==> config.mk <==
export PLATFORM = sky130hd
export DESIGN_NAME = fetch_sequencer
export DESIGN_NICKNAME = d
export VERILOG_FILES = /design/src/rtl/cpu_pkg.sv /design/src/rtl/fetch_fifo.sv /design/src/rtl/fetch_sequencer.sv
export SDC_FILE = /design/constraint.sdc
export NUM_CORES = 1
export LEC_CHECK = 0
export ABC_AREA = 1
export CORE_ASPECT_RATIO = 1.2
export CORE_MARGIN = 5
export CORE_UTILIZATION = 35
export CTS_CLUSTER_SIZE = 12
export DETAILED_ROUTE_END_ITERATION = 8
export SLEW_MARGIN = 20
export SYNTH_ARGS = -nofsm -noshare
export SYNTH_HDL_FRONTEND = slang
export SYNTH_SLANG_ARGS = --single-unit
==> constraint.sdc <==
create_clock -name i_clk -period 9.45 [get_ports i_clk]
set_clock_uncertainty 0.1 [all_clocks]
set_input_delay 1.89 -clock i_clk [delete_from_list [all_inputs] [get_ports i_clk]]
set_output_delay 1.89 -clock i_clk [all_outputs]
set_load 0.01 [all_outputs]
==> src/rtl/cpu_pkg.sv <==
// Shared CPU definitions: reset PC, NOP encoding, fetch states and the
// fetch-address legality check used by the IF stage.
package cpu_pkg;

    localparam int          ADDR_W_DEFAULT = 9;
    localparam logic [31:0] RESET_PC       = 32'h0000_0000;
    localparam logic [31:0] NOP_INSTR      = 32'h0000_0000;

    typedef enum logic {
        FETCH = 1'b0,
        FAULT = 1'b1
    } fetch_state_t;

    // A fetch address is legal when word aligned and inside the ROM window.
    function automatic logic pc_is_legal(input logic [31:0] pc, input int addr_w);
        return (pc[1:0] == 2'b00) && ((pc >> (addr_w + 2)) == 32'd0);
    endfunction

endpackage

==> src/rtl/fetch_fifo.sv <==
// Small synchronous FIFO holding {pc, instr} pairs between fetch and decode.
// Head is presented combinationally; flush empties it in one cycle.
module fetch_fifo #(
    parameter int DEPTH = 2,
    parameter int WIDTH = 64
) (
    input  logic                       clk,
    input  logic                       srst,
    input  logic                       push,
    input  logic [WIDTH-1:0]           push_data,
    input  logic                       pop,
    input  logic                       flush,
    output logic [WIDTH-1:0]           head,
    output logic                       full,
    output logic                       empty,
    output logic [$clog2(DEPTH):0]     count
);

    localparam int PTR_W = $clog2(DEPTH);
    localparam logic [PTR_W:0] FULL_COUNT = (PTR_W + 1)'(DEPTH);

    logic [WIDTH-1:0] mem_reg [DEPTH];
    logic [PTR_W-1:0] wr_ptr_reg;
    logic [PTR_W-1:0] rd_ptr_reg;
    logic [PTR_W:0]   count_reg;
    logic             do_push;
    logic             do_pop;

    assign empty = (count_reg == '0);
    assign full  = (count_reg == FULL_COUNT);
    assign count = count_reg;
    assign head  = mem_reg[rd_ptr_reg];

    // A push into a full FIFO is accepted only when the head leaves the same cycle.
    assign do_pop  = pop & ~empty;
    assign do_push = push & (~full | do_pop);

    always_ff @(posedge clk) begin
        if (srst || flush) begin
            wr_ptr_reg <= '0;
            rd_ptr_reg <= '0;
            count_reg  <= '0;
        end else begin
            if (do_push) begin
                wr_ptr_reg <= wr_ptr_reg + 1'b1;
            end
            if (do_pop) begin
                rd_ptr_reg <= rd_ptr_reg + 1'b1;
            end
            case ({do_push, do_pop})
                2'b10:   count_reg <= count_reg + 1'b1;
                2'b01:   count_reg <= count_reg - 1'b1;
                default: count_reg <= count_reg;
            endcase
        end
    end

    generate
        for (genvar gi = 0; gi < DEPTH; gi++) begin : g_slot
            always_ff @(posedge clk) begin
                if (do_push && !srst && !flush && (wr_ptr_reg == PTR_W'(gi))) begin
                    mem_reg[gi] <= push_data;
                end
            end
        end
    endgenerate

endmodule

==> src/rtl/fetch_sequencer.sv <==
// Instruction-fetch controller: owns the PC, reads the combinational ROM,
// buffers fetched words for decode, handles redirects and fetch faults.
module fetch_sequencer
    import cpu_pkg::*;
#(
    parameter int          ADDR_W   = ADDR_W_DEFAULT,
    parameter int          DEPTH    = 2,
    parameter logic [31:0] RESET_PC = cpu_pkg::RESET_PC
) (
    input  logic              i_clk,
    input  logic              i_reset,
    output logic [ADDR_W-1:0] o_imem_addr,
    input  logic [31:0]       i_imem_data,
    output logic              o_valid,
    output logic [31:0]       o_instr,
    output logic [31:0]       o_pc,
    input  logic              i_ready,
    input  logic              i_redirect,
    input  logic [31:0]       i_redirect_pc,
    output logic              o_fault,
    output logic [31:0]       o_fault_pc,
    output logic [31:0]       o_retired
);

    fetch_state_t state_reg, state_next;
    logic [31:0]  pc_reg, pc_next;
    logic [31:0]  fault_pc_reg, fault_pc_next;
    logic [31:0]  retired_reg, retired_next;

    logic                   fifo_push;
    logic                   fifo_pop;
    logic                   fifo_flush;
    logic [63:0]            fifo_head;
    logic                   fifo_full;
    logic                   fifo_empty;
    logic [$clog2(DEPTH):0] fifo_count;

    fetch_fifo #(
        .DEPTH (DEPTH),
        .WIDTH (64)
    ) u_fifo (
        .clk       (i_clk),
        .srst      (i_reset),
        .push      (fifo_push),
        .push_data ({pc_reg, i_imem_data}),
        .pop       (fifo_pop),
        .flush     (fifo_flush),
        .head      (fifo_head),
        .full      (fifo_full),
        .empty     (fifo_empty),
        .count     (fifo_count)
    );

    // A redirect cycle neither pops nor pushes: the head being offered is stale.
    assign fifo_pop = ~fifo_empty & i_ready & ~i_redirect;

    always_comb begin
        state_next    = state_reg;
        pc_next       = pc_reg;
        fault_pc_next = fault_pc_reg;
        fifo_push     = 1'b0;
        fifo_flush    = 1'b0;
        retired_next  = retired_reg + (fifo_pop ? 32'd1 : 32'd0);

        if (i_redirect) begin
            fifo_flush = 1'b1;
            pc_next    = i_redirect_pc;
            state_next = FETCH;
        end else begin
            case (state_reg)
                FETCH: begin
                    if (!pc_is_legal(pc_reg, ADDR_W)) begin
                        state_next    = FAULT;
                        fault_pc_next = pc_reg;
                    end else if (!fifo_full || fifo_pop) begin
                        fifo_push = 1'b1;
                        pc_next   = pc_reg + 32'd4;
                    end
                end
                default: begin
                    state_next = FAULT;
                end
            endcase
        end
    end

    always_ff @(posedge i_clk) begin
        if (i_reset) begin
            state_reg    <= FETCH;
            pc_reg       <= RESET_PC;
            fault_pc_reg <= '0;
            retired_reg  <= '0;
        end else begin
            state_reg    <= state_next;
            pc_reg       <= pc_next;
            fault_pc_reg <= fault_pc_next;
            retired_reg  <= retired_next;
        end
    end

    assign o_imem_addr = pc_reg[ADDR_W+1:2];
    assign o_valid     = ~fifo_empty;
    assign o_instr     = fifo_empty ? NOP_INSTR : fifo_head[31:0];
    assign o_pc        = fifo_empty ? 32'd0 : fifo_head[63:32];
    assign o_fault     = (state_reg == FAULT);
    assign o_fault_pc  = fault_pc_reg;
    assign o_retired   = retired_reg;

    // Occupancy flags must agree with the entry count.
    a_full_count: assert property (@(posedge i_clk) disable iff (i_reset)
        fifo_full == (fifo_count == ($clog2(DEPTH) + 1)'(DEPTH)));

endmodule

==> metrics.yaml, run 1 <==
layout:
  design_area_um2: 12400
  largest_register_ffs: 128
  syn2layout_area_growth_pct: 31.4
  lay_top_count: "nand2_1"
  fill_cells: 2489
  final_cell_mix: "302 x nand2_1, 204 x clkdlybuf4s50_1, 132 x nor2_1"
  flop_area_um2: 5890
  final_nets: 1277
  comb_area_um2: 3090
cts:
  cts_setup_buffers: 0
  postCtsHoldBufs: 0
  ctsResizeCount: 0
  tritoncts: "done"
  root_buffer: "clkbuf_16"
  cts_buffer_depth: 3
placement:
  postPlaceCellArea_um2: 11700
  dp_worst_setup_slack_ns: 4.77
  gp_congestion: 0.897
  portBuffers: 206
status:
  status: "finished, final reports clean"
logic_synthesis:
  top_cells_by_count: "302 x nand2_1, 134 x nor2_1, 128 x edfxtp_1"
  top_logic_kind: "simple AND/OR/NAND/NOR gates"
  syn_inst: 1020
  ys_seq_share_pct: 62.4
  ys_async_sr_fraction_pct: 0
  yosys.area_share.xor_xnor_pct: 0.464
  synth_cell_type_count: 35
  syn-num-nets: 1092
  syn_avg_cell_area_um2: 9.25
  largest_area_cell: "edfxtp_1"
  yosysChipArea_um2: 9430
  top_cell_area_share_pct: 40.7
  mappedNetlistArea_um2: 9430
  ys_cells: 1020
  top_cell: "nand2_1"
  ff_type: "edfxtp_1"
  topCellsByArea: "edfxtp_1 41%, dfxtp_1 22%, nand2_1 12%"
  edf_count: 128
  simple_gate_share_pct: 22.3
  adder_share_pct: 0.531
critical_path:
  rrSetupSlack_ns: 6.47
  critPathTopFamily: "buffers and inverters"
  worstPathCellList: "buf_4 > inv_4 > nand2_1 > a21oi_1 > clkdlybuf4s50_1"
  path_max_fanout: 65
  cp.depth: 5
  r2r_start: "u_fifo.count[0]"
  cp.required_ns: 7.46
  reg2reg_depth: 14
  setup.worst_path.end_class: "output pin"
  start_kind: "flop"
  worst-setup-path-type: "flop to output pin"
  critPathArrivalTime_ns: 2.77
  path_buffers: 3
  worstSetupEndpoint: "o_instr[14]"
  slowest_stage: "inv_4"
grt:
  grt-busiest-layer: "met2"
  grt_overflow_total: 0
  track_usage_pct: 16.5
  grt_pass1_vias: 7359
  grt_max_degree: 67
  grt_first_pass_wirelength_um: 40400
  met1_usage_pct: 19.3
  antenna_found_initial: 4
detailed_routing:
  top_layer: "met5"
  drtAntennaViolNets: 0
  drc_errors: 0
  dr_wl_met2_um: 13000
  viasPerCell: 4.80
  wl_met1_um: 10800
  initialDrtViolationCount: 343
power:
  power_leader: "registers"
  power_mw: 2.09
  p_switching_uw: 453
  p_leak_nw: 4.38
  seq_power_mw: 1.10
  pwr-share-comb_pct: 6.4
  internal_power_mw: 1.64
  comb-power_uw: 135
  pwr-share-seq_pct: 52.4
  power_density_nw_per_um2: 169
  clkPwrFrac_pct: 41.2
  switching_share_pct: 21.7
final_timing:
  report.final.setup_viol: 0
  fmax_mhz: 210
  rsz0062_at_grt: "no"
  fin_crit_sh_pct: 50.4
  slew_viol_final: 0
  setup_ws_ns: 4.69
  tns_ns: 0
die:
  dieArea_um2: 30400
  pin_count: 207
  initCoreUtil_pct: 35.7
  die_w_um: 160
  die.size.y_um: 190
  rows: 65
  core-area_um2: 26400
hold_path:
  hold_path_class: "flop to flop"
  hold_path_depth: 2
  holdCritStartpoint: "o_fault_pc[31]"
flow_run:
  maxCapViolations: 0
  tool_warnings: 26
-- run 1: area by class of cell --
| type | instances | area share [%] |
|---|---|---|
| repair buffers | 211 | 16.9 |
| clock inverters | 9 | 0.363 |
| well taps | 335 | 3.38 |
| flip-flops and latches | 230 | 47.5 |
| clock buffers | 36 | 5.46 |
| multi-input cells | 689 | 24.9 |
| inverters | 48 | 1.48 |
| diodes | 1 | 0.0202 |
-- run 1: through the flow --
stage          hold slack, ns  instances  utilization [%]
2_1_floorplan           0.342       1020                -
3_3_place_gp            0.364       1513             44.1
3_5_place_dp            0.369       1513             44.2
4_1_cts                 0.382       1558             46.9
5_1_grt                 0.405       1558             46.9
6_report                0.377       1559             46.9
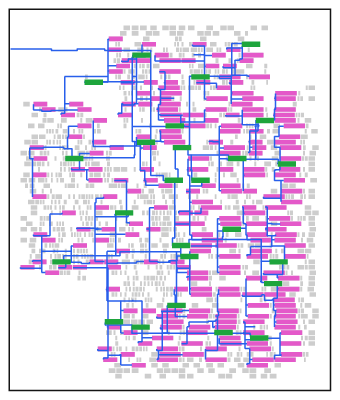
Run 1: routed clock nets over the placement
Drawn at 2 px/um.
[flip-flops] magenta | count: 230
[clock wires] blue | length: 2710 um
[clock-net drivers] green | count: 25
routed clock nets	26
clk latency late pin: 0.50 ns
clk pwr: 861 uW

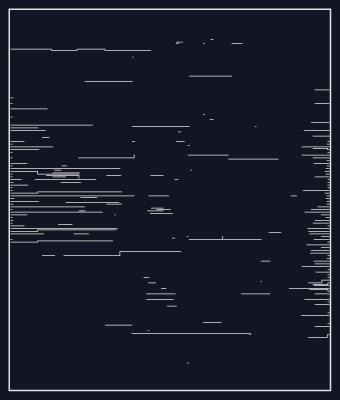
Run 1: metal 3
Drawn at 2 px/um.
nets with wire on the layer	143
main direction	horizontal
share of all routed wire	6.8%
longest straight run	61.6 um
DR vias: 7490
GR Util met3: 4.72%
WL final: 26200 um

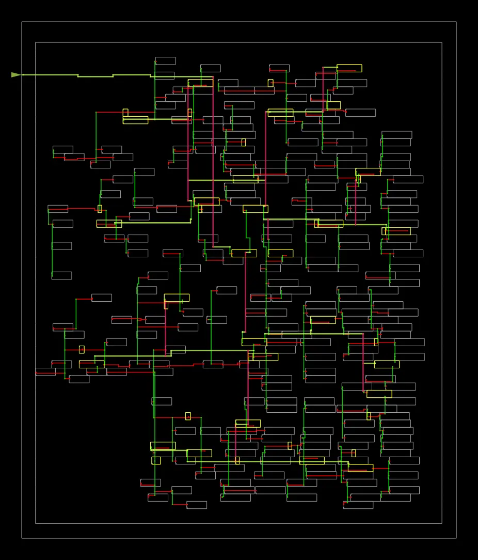
Run 1: clock wiring as the flow saved it
# clk buffers: 36
Inserted Clock Buffers: 25
clk sinks: 230

Run 1, metal layers overlaid:
Drawn at 1.5 px/um.
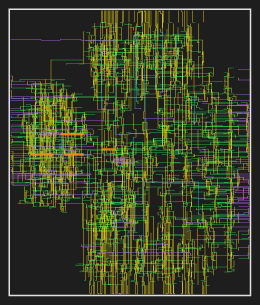

## Run 2: what changed since run 1
Clock period 9.45 ns to 4.46 ns, I/O delays scaled along.
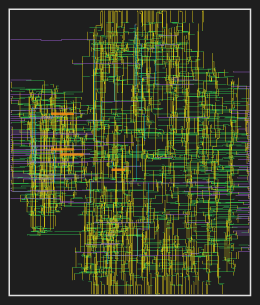
Run 2: metal layers overlaid
Drawn at 1.5 px/um.
layer	color	wire length
M5	orange	48.8 um
M3	purple	2010 um
M4	cyan	490 um
M2	yellow	13000 um
M1	green	11200 um
DR vias: 7533
WL final: 26800 um
WL/cell: 17.1 um
GRT Overall Usage: 17.0%

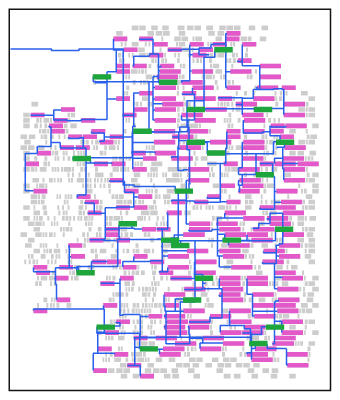
Run 2: routed clock nets over the placement
Drawn at 2 px/um.
[clock wires] blue | length: 2820 um
[flip-flops] magenta | count: 230
[clock-net drivers] green | count: 24
flops lie	all over the die
routed clock nets	25
clk pwr: 1.87 mW
clk latency late pin: 0.51 ns
Clock power frac: 41.7%

==> metrics.yaml, run 2 <==
hold_path:
  holdCritStartpoint: "o_fault_pc[30]"
  hold_path_depth: 2
  hold_path_class: "flop to flop"
layout:
  final_util_pct: 47.2
  final_nets: 1280
  lay_top_count: "nand2_1"
  final_cell_mix: "302 x nand2_1, 204 x clkdlybuf4s50_1, 132 x nor2_1"
  design_area_um2: 12500
  stdcell_count: 1562
  syn2layout_area_growth_pct: 32.1
  largest_register_ffs: 128
cts:
  tritoncts: "done"
  cts_buffer_depth: 3
  ctsResizeCount: 0
  cts_made_buffers: 24
  cts_setup_buffers: 0
  postCtsHoldBufs: 0
  root_buffer: "clkbuf_16"
die:
  initCoreUtil_pct: 35.7
  rows: 65
  dieArea_um2: 30400
  die_w_um: 160
  die.size.y_um: 190
  core-area_um2: 26400
power:
  power_leader: "registers"
  power_mw: 4.48
  internal_power_mw: 3.51
  pwr-share-seq_pct: 51.8
  seq_power_mw: 2.32
  p_leak_nw: 4.41
  pwr-share-comb_pct: 6.5
  power_density_nw_per_um2: 359
  switching_share_pct: 21.6
  comb-power_uw: 289
  p_switching_uw: 969
logic_synthesis:
  yosysChipArea_um2: 9430
  edf_count: 128
  topCellsByArea: "edfxtp_1 41%, dfxtp_1 22%, nand2_1 12%"
  aoi_share_pct: 9.24
  ys_cells: 1020
  top_cells_by_count: "302 x nand2_1, 134 x nor2_1, 128 x edfxtp_1"
  adder_share_pct: 0.531
  ys_seq_share_pct: 62.4
  yosys.area_share.xor_xnor_pct: 0.464
  top_logic_kind: "simple AND/OR/NAND/NOR gates"
  ff_type: "edfxtp_1"
  syn-num-nets: 1092
  synth_cell_type_count: 35
  ys_async_sr_fraction_pct: 0
  top_cell: "nand2_1"
  mappedNetlistArea_um2: 9430
  syn_avg_cell_area_um2: 9.25
  yosysWarnings: 0
  syn_inst: 1020
  top_cell_area_share_pct: 40.7
  largest_area_cell: "edfxtp_1"
critical_path:
  setup.worst_path.end_class: "output pin"
  rrSetupSlack_ns: 1.58
  slowest_stage: "nor2_4"
  critPathArrivalTime_ns: 2.55
  worstSetupEndpoint: "o_instr[1]"
  start_kind: "flop"
  path_buffers: 2
  worst-setup-path-type: "flop to output pin"
  critPathTopFamily: "buffers and inverters"
  cp.depth: 4
  path_max_fanout: 31
  worstPathCellList: "nor2_4 > buf_4 > a21oi_1 > clkdlybuf4s50_1"
  r2r_start: "u_fifo.count[0]"
final_timing:
  fin_crit_sh_pct: 79.4
  tns_ns: 0
  slew_viol_final: 0
  fmax_mhz: 282
  rsz0062_at_grt: "no"
  setup_ws_ns: 0.917
  report.final.setup_viol: 0
grt:
  grt_overflow_total: 0
  antenna_found_initial: 4
  grt_max_degree: 65
  grt_pass1_vias: 7373
  grt_first_pass_wirelength_um: 41500
detailed_routing:
  drc_errors: 0
  drtAntennaViolNets: 0
  viasPerCell: 4.82
  initialDrtViolationCount: 347
placement:
  postPlaceCellArea_um2: 11700
  gp_congestion: 0.897
  portBuffers: 206
  dp_worst_setup_slack_ns: 0.893
  place_inst: 1517
flow_run:
  maxCapViolations: 0
  tool_warnings: 26
status:
  status: "finished, final reports clean"
-- run 2: final cells by class --
type | count | area (um^2)
Inverter | 48 | 181
Fill cell | 2521 | 14000
Sequential cell | 230 | 5890
Clock buffer | 40 | 713
Tap cell | 335 | 419
Clock inverter | 4 | 22.5
Timing Repair Buffer | 215 | 2140
Antenna cell | 1 | 2.50
Multi-Input combinational cell | 689 | 3100
-- run 2: per-layer routing --
metal	global-route usage (%)	vias up	wire length [um]
met5	0	-	48
met4	3.97	8	490
met3	4.88	45	2010
met2	29.9	231	13000
met1	20.9	3500	11200
li1	-	3749	-
-- run 2: logic make-up (layout without fill, tap and decap cells) --
kind of cell,count (synthesis),after routing
DFF,230,230
AOI/OAI and AO/OA,172,172
adders and majority gates,4,4
xor gates and xnor gates,5,5
buffers and inverters,101,307
and+or+nand+nor,508,508
other,0,1
Power figures rest on the tool's default switching activity, not on a simulated workload.
